`config.mk`:
```
export PLATFORM = sky130hd
export DESIGN_NAME = codebook_decompressor
export DESIGN_NICKNAME = d
export VERILOG_FILES = /design/src/rtl/decomp_pkg.sv /design/src/rtl/codebook_ram.sv /design/src/rtl/codebook_decompressor.sv
export SDC_FILE = /design/constraint.sdc
export NUM_CORES = 2
export LEC_CHECK = 0
export ABC_AREA = 1
export CORE_MARGIN = 1
export CORE_UTILIZATION = 30
export DETAILED_ROUTE_END_ITERATION = 7
export GPL_TIMING_DRIVEN = 0
export SYNTH_ARGS = -nofsm -noshare
export SYNTH_HDL_FRONTEND = slang
export SYNTH_SLANG_ARGS = --single-unit
```
`constraint.sdc`:
```
create_clock -name clk -period 3.85 [get_ports clk]
set_clock_uncertainty 0.2 [all_clocks]
set_input_delay 0.77 -clock clk [delete_from_list [all_inputs] [get_ports clk]]
set_output_delay 0.77 -clock clk [all_outputs]
set_load 0.03 [all_outputs]
```
`src/rtl/decomp_pkg.sv`:
```
// Shared types and sizing helpers for the codebook decompressor.
package decomp_pkg;

   // Top-level sequencer states
   typedef enum logic [1:0] {
      IDLE   = 2'd0,
      LOAD   = 2'd1,
      DECODE = 2'd2,
      DONE   = 2'd3
   } state_t;

   // Tag width for a codebook of the given depth
   function automatic int unsigned tag_w(input int unsigned depth);
      return $clog2(depth);
   endfunction

endpackage

```
`src/rtl/codebook_ram.sv`:
```
// Codebook storage: synchronous write, asynchronous read, contents not reset.
module codebook_ram #(
   parameter int unsigned DEPTH  = 64,
   parameter int unsigned DATA_W = 24,
   parameter int unsigned AW     = 6
) (
   input  logic              clk,
   input  logic              we,
   input  logic [AW-1:0]     waddr,
   input  logic [DATA_W-1:0] wdata,
   input  logic [AW-1:0]     raddr,
   output logic [DATA_W-1:0] rdata
);

   logic [DATA_W-1:0] mem [DEPTH];

   // Write port, one codeword per enabled cycle
   always_ff @(posedge clk) begin
      if (we) begin
         mem[waddr] <= wdata;
      end
   end

   assign rdata = mem[raddr];

endmodule

```
`src/rtl/codebook_decompressor.sv`:
```
// Codebook decompressor: loads a codebook from RAM1, then maps RAM2 tags to
// RAM3 pixels at one pixel per cycle.
// Optional build macro: DECOMP_TAG_CHECK_EN enables out-of-range tag detection
// (such tags write 0 and raise a sticky tag_err).
module codebook_decompressor
   import decomp_pkg::*;
#(
   parameter  int unsigned DATA_W   = 24,
   parameter  int unsigned ADDR_W   = 20,
   parameter  int unsigned CB_DEPTH = 64,
   parameter  int unsigned TAG_Q_W  = 24,
   localparam int unsigned TAG_W    = tag_w(CB_DEPTH)
) (
   input  logic              clk,
   input  logic              rst,
   input  logic              start,
   input  logic [TAG_W:0]    cb_size,
   input  logic [ADDR_W-1:0] num_pix,
   output logic              busy,
   output logic              done,
   output logic              tag_err,
   output logic [ADDR_W-1:0] RAM1_A,
   output logic              RAM1_OE,
   input  logic [DATA_W-1:0] RAM1_Q,
   output logic [ADDR_W-1:0] RAM2_A,
   output logic              RAM2_OE,
   input  logic [TAG_Q_W-1:0] RAM2_Q,
   output logic [ADDR_W-1:0] RAM3_A,
   output logic [DATA_W-1:0] RAM3_D,
   output logic              RAM3_WE
);

   localparam logic [TAG_W:0] DEPTH_CNT = (TAG_W+1)'(CB_DEPTH);

   state_t            state_q, state_d;
   logic [TAG_W:0]    eff_cb_q, eff_cb_d;
   logic [ADDR_W-1:0] num_pix_q, num_pix_d;
   logic [ADDR_W-1:0] ram1_a_q, ram1_a_d;
   logic              ram1_oe_q, ram1_oe_d;
   logic [ADDR_W-1:0] ram2_a_q, ram2_a_d;
   logic              ram2_oe_q, ram2_oe_d;
   logic [ADDR_W-1:0] ram3_a_q, ram3_a_d;
   logic              ram3_we_q, ram3_we_d;
   logic              cb_we_q, cb_we_d;
   logic [TAG_W-1:0]  cb_waddr_q, cb_waddr_d;
   logic              busy_q, busy_d;
   logic              done_q, done_d;

   logic [TAG_W:0]    eff_cb_c;
   logic [TAG_W-1:0]  tag_c;
   logic [DATA_W-1:0] cb_rdata_c;
   logic [DATA_W-1:0] pix_data_c;
   logic              unused_tag_hi;

   // Zero or oversized requests fall back to the full codebook
   assign eff_cb_c = ((cb_size == '0) || (cb_size > DEPTH_CNT)) ? DEPTH_CNT : cb_size;

   assign tag_c         = RAM2_Q[TAG_W-1:0];
   assign unused_tag_hi = ^RAM2_Q;

   codebook_ram #(
      .DEPTH  (CB_DEPTH),
      .DATA_W (DATA_W),
      .AW     (TAG_W)
   ) u_cb (
      .clk   (clk),
      .we    (cb_we_q),
      .waddr (cb_waddr_q),
      .wdata (RAM1_Q),
      .raddr (tag_c),
      .rdata (cb_rdata_c)
   );

   // Sequencer: start handshake, address generation and phase transitions
   always_comb begin
      state_d   = state_q;
      eff_cb_d  = eff_cb_q;
      num_pix_d = num_pix_q;
      ram1_a_d  = ram1_a_q;
      ram1_oe_d = 1'b0;
      ram2_a_d  = ram2_a_q;
      ram2_oe_d = 1'b0;
      case (state_q)
         IDLE, DONE: begin
            if (start) begin
               state_d   = LOAD;
               eff_cb_d  = eff_cb_c;
               num_pix_d = num_pix;
               ram1_a_d  = '0;
               ram1_oe_d = 1'b1;
            end
         end
         LOAD: begin
            if (ram1_oe_q) begin
               if (ram1_a_q == ADDR_W'(eff_cb_q) - ADDR_W'(1)) begin
                  ram1_a_d = '0;
               end else begin
                  ram1_a_d  = ram1_a_q + ADDR_W'(1);
                  ram1_oe_d = 1'b1;
               end
            end else begin
               // Drain cycle: last codeword lands this cycle
               state_d   = DECODE;
               ram2_a_d  = '0;
               ram2_oe_d = (num_pix_q != '0);
            end
         end
         DECODE: begin
            if (ram2_oe_q) begin
               if (ram2_a_q == num_pix_q - ADDR_W'(1)) begin
                  ram2_a_d = '0;
               end else begin
                  ram2_a_d  = ram2_a_q + ADDR_W'(1);
                  ram2_oe_d = 1'b1;
               end
            end else begin
               // Final write (if any) is on RAM3 this cycle
               state_d = DONE;
            end
         end
         default: state_d = IDLE;
      endcase
      busy_d = (state_d == LOAD) || (state_d == DECODE);
      done_d = (state_d == DONE);
   end

   // One-cycle pipeline aligning addresses with RAM read data
   always_comb begin
      cb_we_d    = ram1_oe_q;
      cb_waddr_d = ram1_a_q[TAG_W-1:0];
      ram3_we_d  = ram2_oe_q;
      ram3_a_d   = ram2_oe_q ? ram2_a_q : '0;
   end

   // State, counters and registered outputs
   always_ff @(posedge clk or posedge rst) begin
      if (rst) begin
         state_q    <= IDLE;
         eff_cb_q   <= '0;
         num_pix_q  <= '0;
         ram1_a_q   <= '0;
         ram1_oe_q  <= 1'b0;
         ram2_a_q   <= '0;
         ram2_oe_q  <= 1'b0;
         ram3_a_q   <= '0;
         ram3_we_q  <= 1'b0;
         cb_we_q    <= 1'b0;
         cb_waddr_q <= '0;
         busy_q     <= 1'b0;
         done_q     <= 1'b0;
      end else begin
         state_q    <= state_d;
         eff_cb_q   <= eff_cb_d;
         num_pix_q  <= num_pix_d;
         ram1_a_q   <= ram1_a_d;
         ram1_oe_q  <= ram1_oe_d;
         ram2_a_q   <= ram2_a_d;
         ram2_oe_q  <= ram2_oe_d;
         ram3_a_q   <= ram3_a_d;
         ram3_we_q  <= ram3_we_d;
         cb_we_q    <= cb_we_d;
         cb_waddr_q <= cb_waddr_d;
         busy_q     <= busy_d;
         done_q     <= done_d;
      end
   end

`ifdef DECOMP_TAG_CHECK_EN
   logic tag_bad_c;
   logic tag_err_q, tag_err_d;

   assign tag_bad_c = ram3_we_q && ({1'b0, tag_c} >= eff_cb_q);

   // Sticky error, cleared only by an accepted start
   always_comb begin
      tag_err_d = tag_err_q | tag_bad_c;
      if (start && ((state_q == IDLE) || (state_q == DONE))) begin
         tag_err_d = 1'b0;
      end
   end

   // Error flag register
   always_ff @(posedge clk or posedge rst) begin
      if (rst) begin
         tag_err_q <= 1'b0;
      end else begin
         tag_err_q <= tag_err_d;
      end
   end

   assign pix_data_c = tag_bad_c ? '0 : cb_rdata_c;
   assign tag_err    = tag_err_q;
`else
   assign pix_data_c = cb_rdata_c;
   assign tag_err    = 1'b0;
`endif

   // Pixel data is an unregistered codebook lookup, forced to 0 when not writing
   assign RAM3_D  = ram3_we_q ? pix_data_c : '0;

   assign busy    = busy_q;
   assign done    = done_q;
   assign RAM1_A  = ram1_a_q;
   assign RAM1_OE = ram1_oe_q;
   assign RAM2_A  = ram2_a_q;
   assign RAM2_OE = ram2_oe_q;
   assign RAM3_A  = ram3_a_q;
   assign RAM3_WE = ram3_we_q;

endmodule

```
==> images/wires.png <==
Scale: 1 px per um. Two of the layers only.
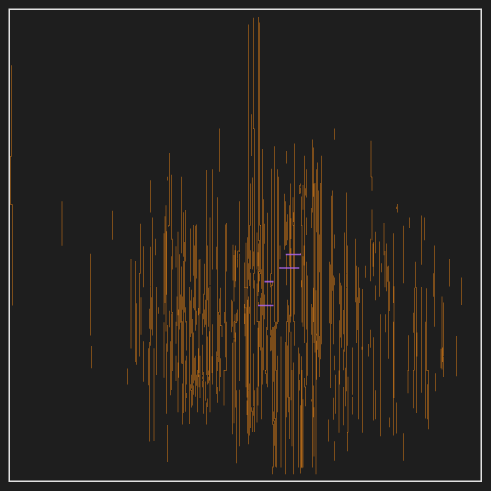
Key: purple = metal 5 [wire length 53.4 um]; orange = metal 4 [wire length 21.6 mm]
via count: 50418
GRT Overall Usage: 24.1%
Total Wirelength: 277000 um
WL per Instance: 32.1 um

==> images/detail.png <==
Window x 343 to 363, y 343 to 363 um. Cells in grey, sequential cells in the stronger grey; small squares are vias.
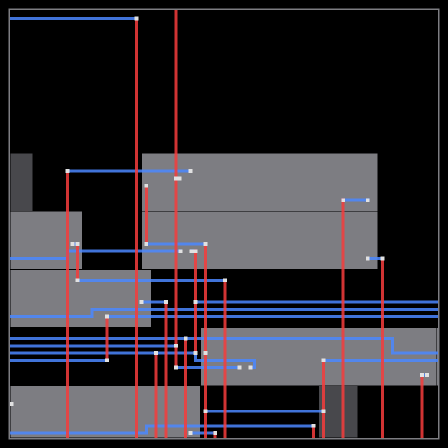
Key: red = metal 2; blue = metal 1
Netlist names of flops here include `u_cb.mem` (5). Most frequent: edfxtp_1 (5), clkinv_2 (1). 6 logic cells have their middle in the window. Sequential cells in the window: 5.

==> images/io_fan.png <==
Scale: 1 px per um.
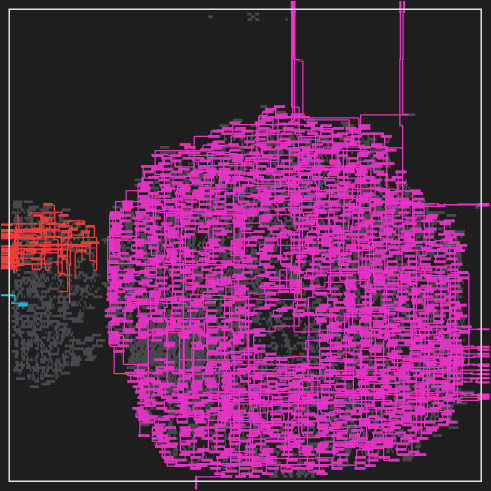
Key: cyan = `busy` [bits 1, direction output, end cells 1, buffers 1, wire 28.0 um]; magenta = `RAM1_Q` [bits 24, direction input, end cells 1536, buffers 37, wire 34.0 mm]; red = `RAM2_A` [bits 20, direction output, end cells 20, buffers 20, wire 2210 um]
I/O pin total: 168
IO Port Bufs: 145

==> Slide: Implementation Results <==
Synthesis and Place & Route Summary

Status
  – Failing checks: design-rule violations, negative setup slack
  – Status: complete, but fails checks

Run
  – Tool Warnings: ~49

Clock tree
  – CTS Root Cell: clkbuf_16
  – H-tree depth: 4
  – CTS resizes: between 1000 and 1500
  – CTS Hold Buffers Added: 2

Worst hold path
  – Min-Delay Path Class: input pin to asynchronous set/reset pin

Logic synthesis
  – # Cells Yosys: approximately 5200
  – Avg Synthesized Cell Area: ~13 um^2
  – Synth warn: 0
  – Synth Flop Type: edfxtp_1
  – Area share of the largest cell type after synthesis: between 70% and 80%
  – Yosys stat chip area: about 66000 um^2
  – Post-Synthesis Cells: 5160
  – Synth Net Count: around 5200
  – Seq/Total Area, Yosys: roughly three quarters

Setup path
  – Req. time, crit path: roughly 2.9 ns
  – CP startpoint kind: input pin
  – CP Data Arrival Time: 3.22 ns
  – Crit Path Class: input pin to output pin

Placement
  – Setup WS pre-CTS: -2.78 ns
  – Final Wtd Congestion: 0.986

STA
  – PnR worst setup slack: -0.344 ns
  – Final tally of setup violations: 24
  – Worst-margin pin slew: between 1 and 1.5 ns

Final layout
  – Share of layout cells above drive strength 1: 20.0%
  – Post-Layout Cell Count: approximately 8600
  – Design area: slightly above 80000 um^2

Floorplan
  – Die ar.: 221000 um^2
  – Die height: ~470 um

GRT
  – Initial antenna violation count: 14

Drt
  – Post-route DRC: 2
==> images/layer_met2.png <==
Scale: 1 px per um.
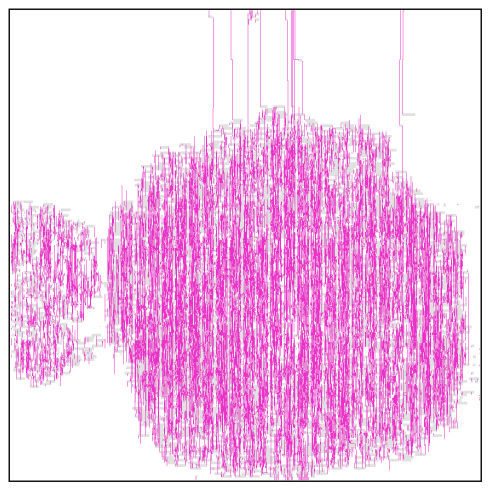
The longest straight run is 163 um. The layer carries 115 mm of wire. The layer holds 42% of the routed length.
met2 Track Usage GR: 34.3%

==> images/clocks.png <==
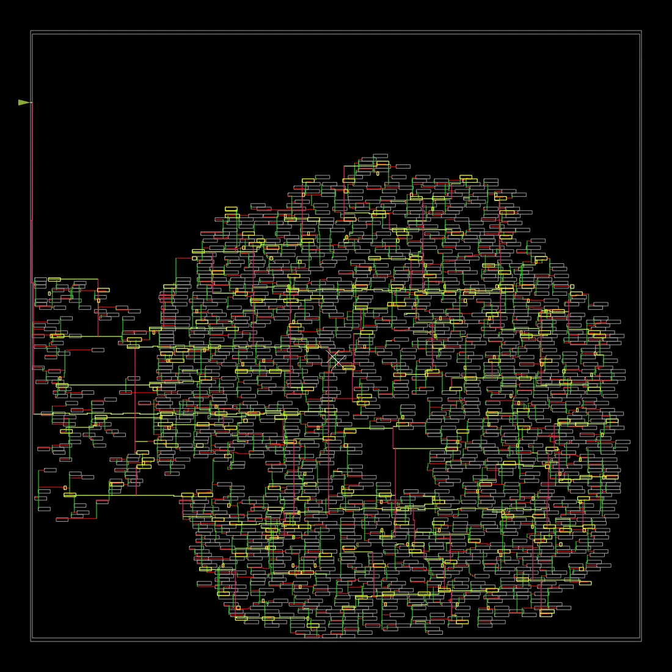
clk pwr: 15.8 mW
Latency at later pin: 0.80 ns
flop count: 1637
number of buffers created by CTS: 163

cell usage in the layout, fill, tap and decap left out, types with 20 or more instances in the layout:
cell type,synthesis,layout
o21ai_2,9,37
clkbuf_8,0,39
edfxtp_1,1536,1536
nand3_4,0,20
xor2_1,30,30
clkinv_1,1,41
nand3_1,330,224
o22ai_1,91,61
nand3_2,1,87
dfrtp_1,101,101
nor2_1,921,850
a21oi_2,0,22
o221ai_1,266,190
buf_6,1,50
buf_4,9,115
o21ai_0,850,805
o22ai_2,0,30
buf_12,1,89
clkdlybuf4s50_1,0,94
o21ai_1,27,40
nand2_1,249,249
buf_16,0,30
inv_1,161,159
clkbuf_16,0,176
o211ai_1,24,24
clkbuf_1,252,69
buf_2,82,36
clkbuf_2,0,94
o221ai_2,0,69
a21oi_1,101,55
clkinv_2,0,22
a21oi_4,1,25
nand4_1,27,27
clkbuf_4,0,66
nor2_4,2,63
routing by layer:
layer	share of wire (%)	wire length (um)	up-vias	global-route usage [%]
met3	15	41100	818	8.12
met2	42	115000	4136	34.3
met5	0.019	53	-	0
li1	-	-	20241	-
met4	7.8	21600	8	15.9
met1	36	99200	25215	30.9
kinds of logic (layout without fill, tap and decap cells):
group,count (synthesis),count (layout),share of synthesized area (%)
flip-flops,1637,1637,73.9
AND/OR/NAND/NOR,1575,1575,9.90
AND-OR/OR-AND,1376,1376,12.3
buffers and inverters,525,1132,3.24
XOR/XNOR,39,39,0.530
adder cells (fa/ha/maj),7,7,0.133
other,1,12,0.00569
registers in the layout, indices dropped and copies added, names as in the netlist, 2 cells and up:
| register | flops |
|---|---|
| RAM3_A | 20 |
| cb_waddr_q | 6 |
| num_pix_q | 20 |
| RAM1_A | 20 |
| state_q | 2 |
| eff_cb_q | 7 |
| RAM2_A | 20 |
| u_cb.mem | 1536 |
final timing paths:
path / from / endpoint / slack [ns]
setup / recovery: RAM2_Q[0] / RAM3_D[9] / -0.34
hold reg to reg: RAM1_A[3] / cb_waddr_q[3] / 0.23
min in group clk: RAM1_Q[11] / u_cb.mem[17][11] / 0.20
setup reg to reg: cb_waddr_q[0] / u_cb.mem[58][11] / 0.24
max in group asynchronous: rst / RAM2_A[15] / 2.60
hold / removal: rst / RAM1_A[19] / 0.15
layout make-up:
class / instances / area (um^2)
Clock buffer: 204 / 4300
Clock inverter: 92 / 897
Antenna cell: 11 / 27.5
Buffer: 359 / 3170
Inverter: 164 / 651
Tap cell: 2854 / 3570
Fill cell: 20254 / 135000
Multi-Input combinational cell: 2998 / 17500
Sequential cell: 1637 / 48700
Timing Repair Buffer: 313 / 4070
critical path: stages:
cell and delay, ns:
buf_16 0.13, buf_16 0.18, buf_16 0.17, buf_12 0.14
nor2_1 0.06, o22ai_2 0.17, o21ai_2 0.12, o211ai_1 0.71
nand3_1 0.26, a21oi_4 0.30, buf_6 0.17
report_power, final:
part,switching (mW),internal (mW),leakage [nW]
Combinational,3.83,1.52,9.63
Clock,7.19,8.60,2.51
Sequential,0.282,19.8,15.2
Total,11.3,29.9,27.3
Power is estimated from default activity; no workload was simulated.
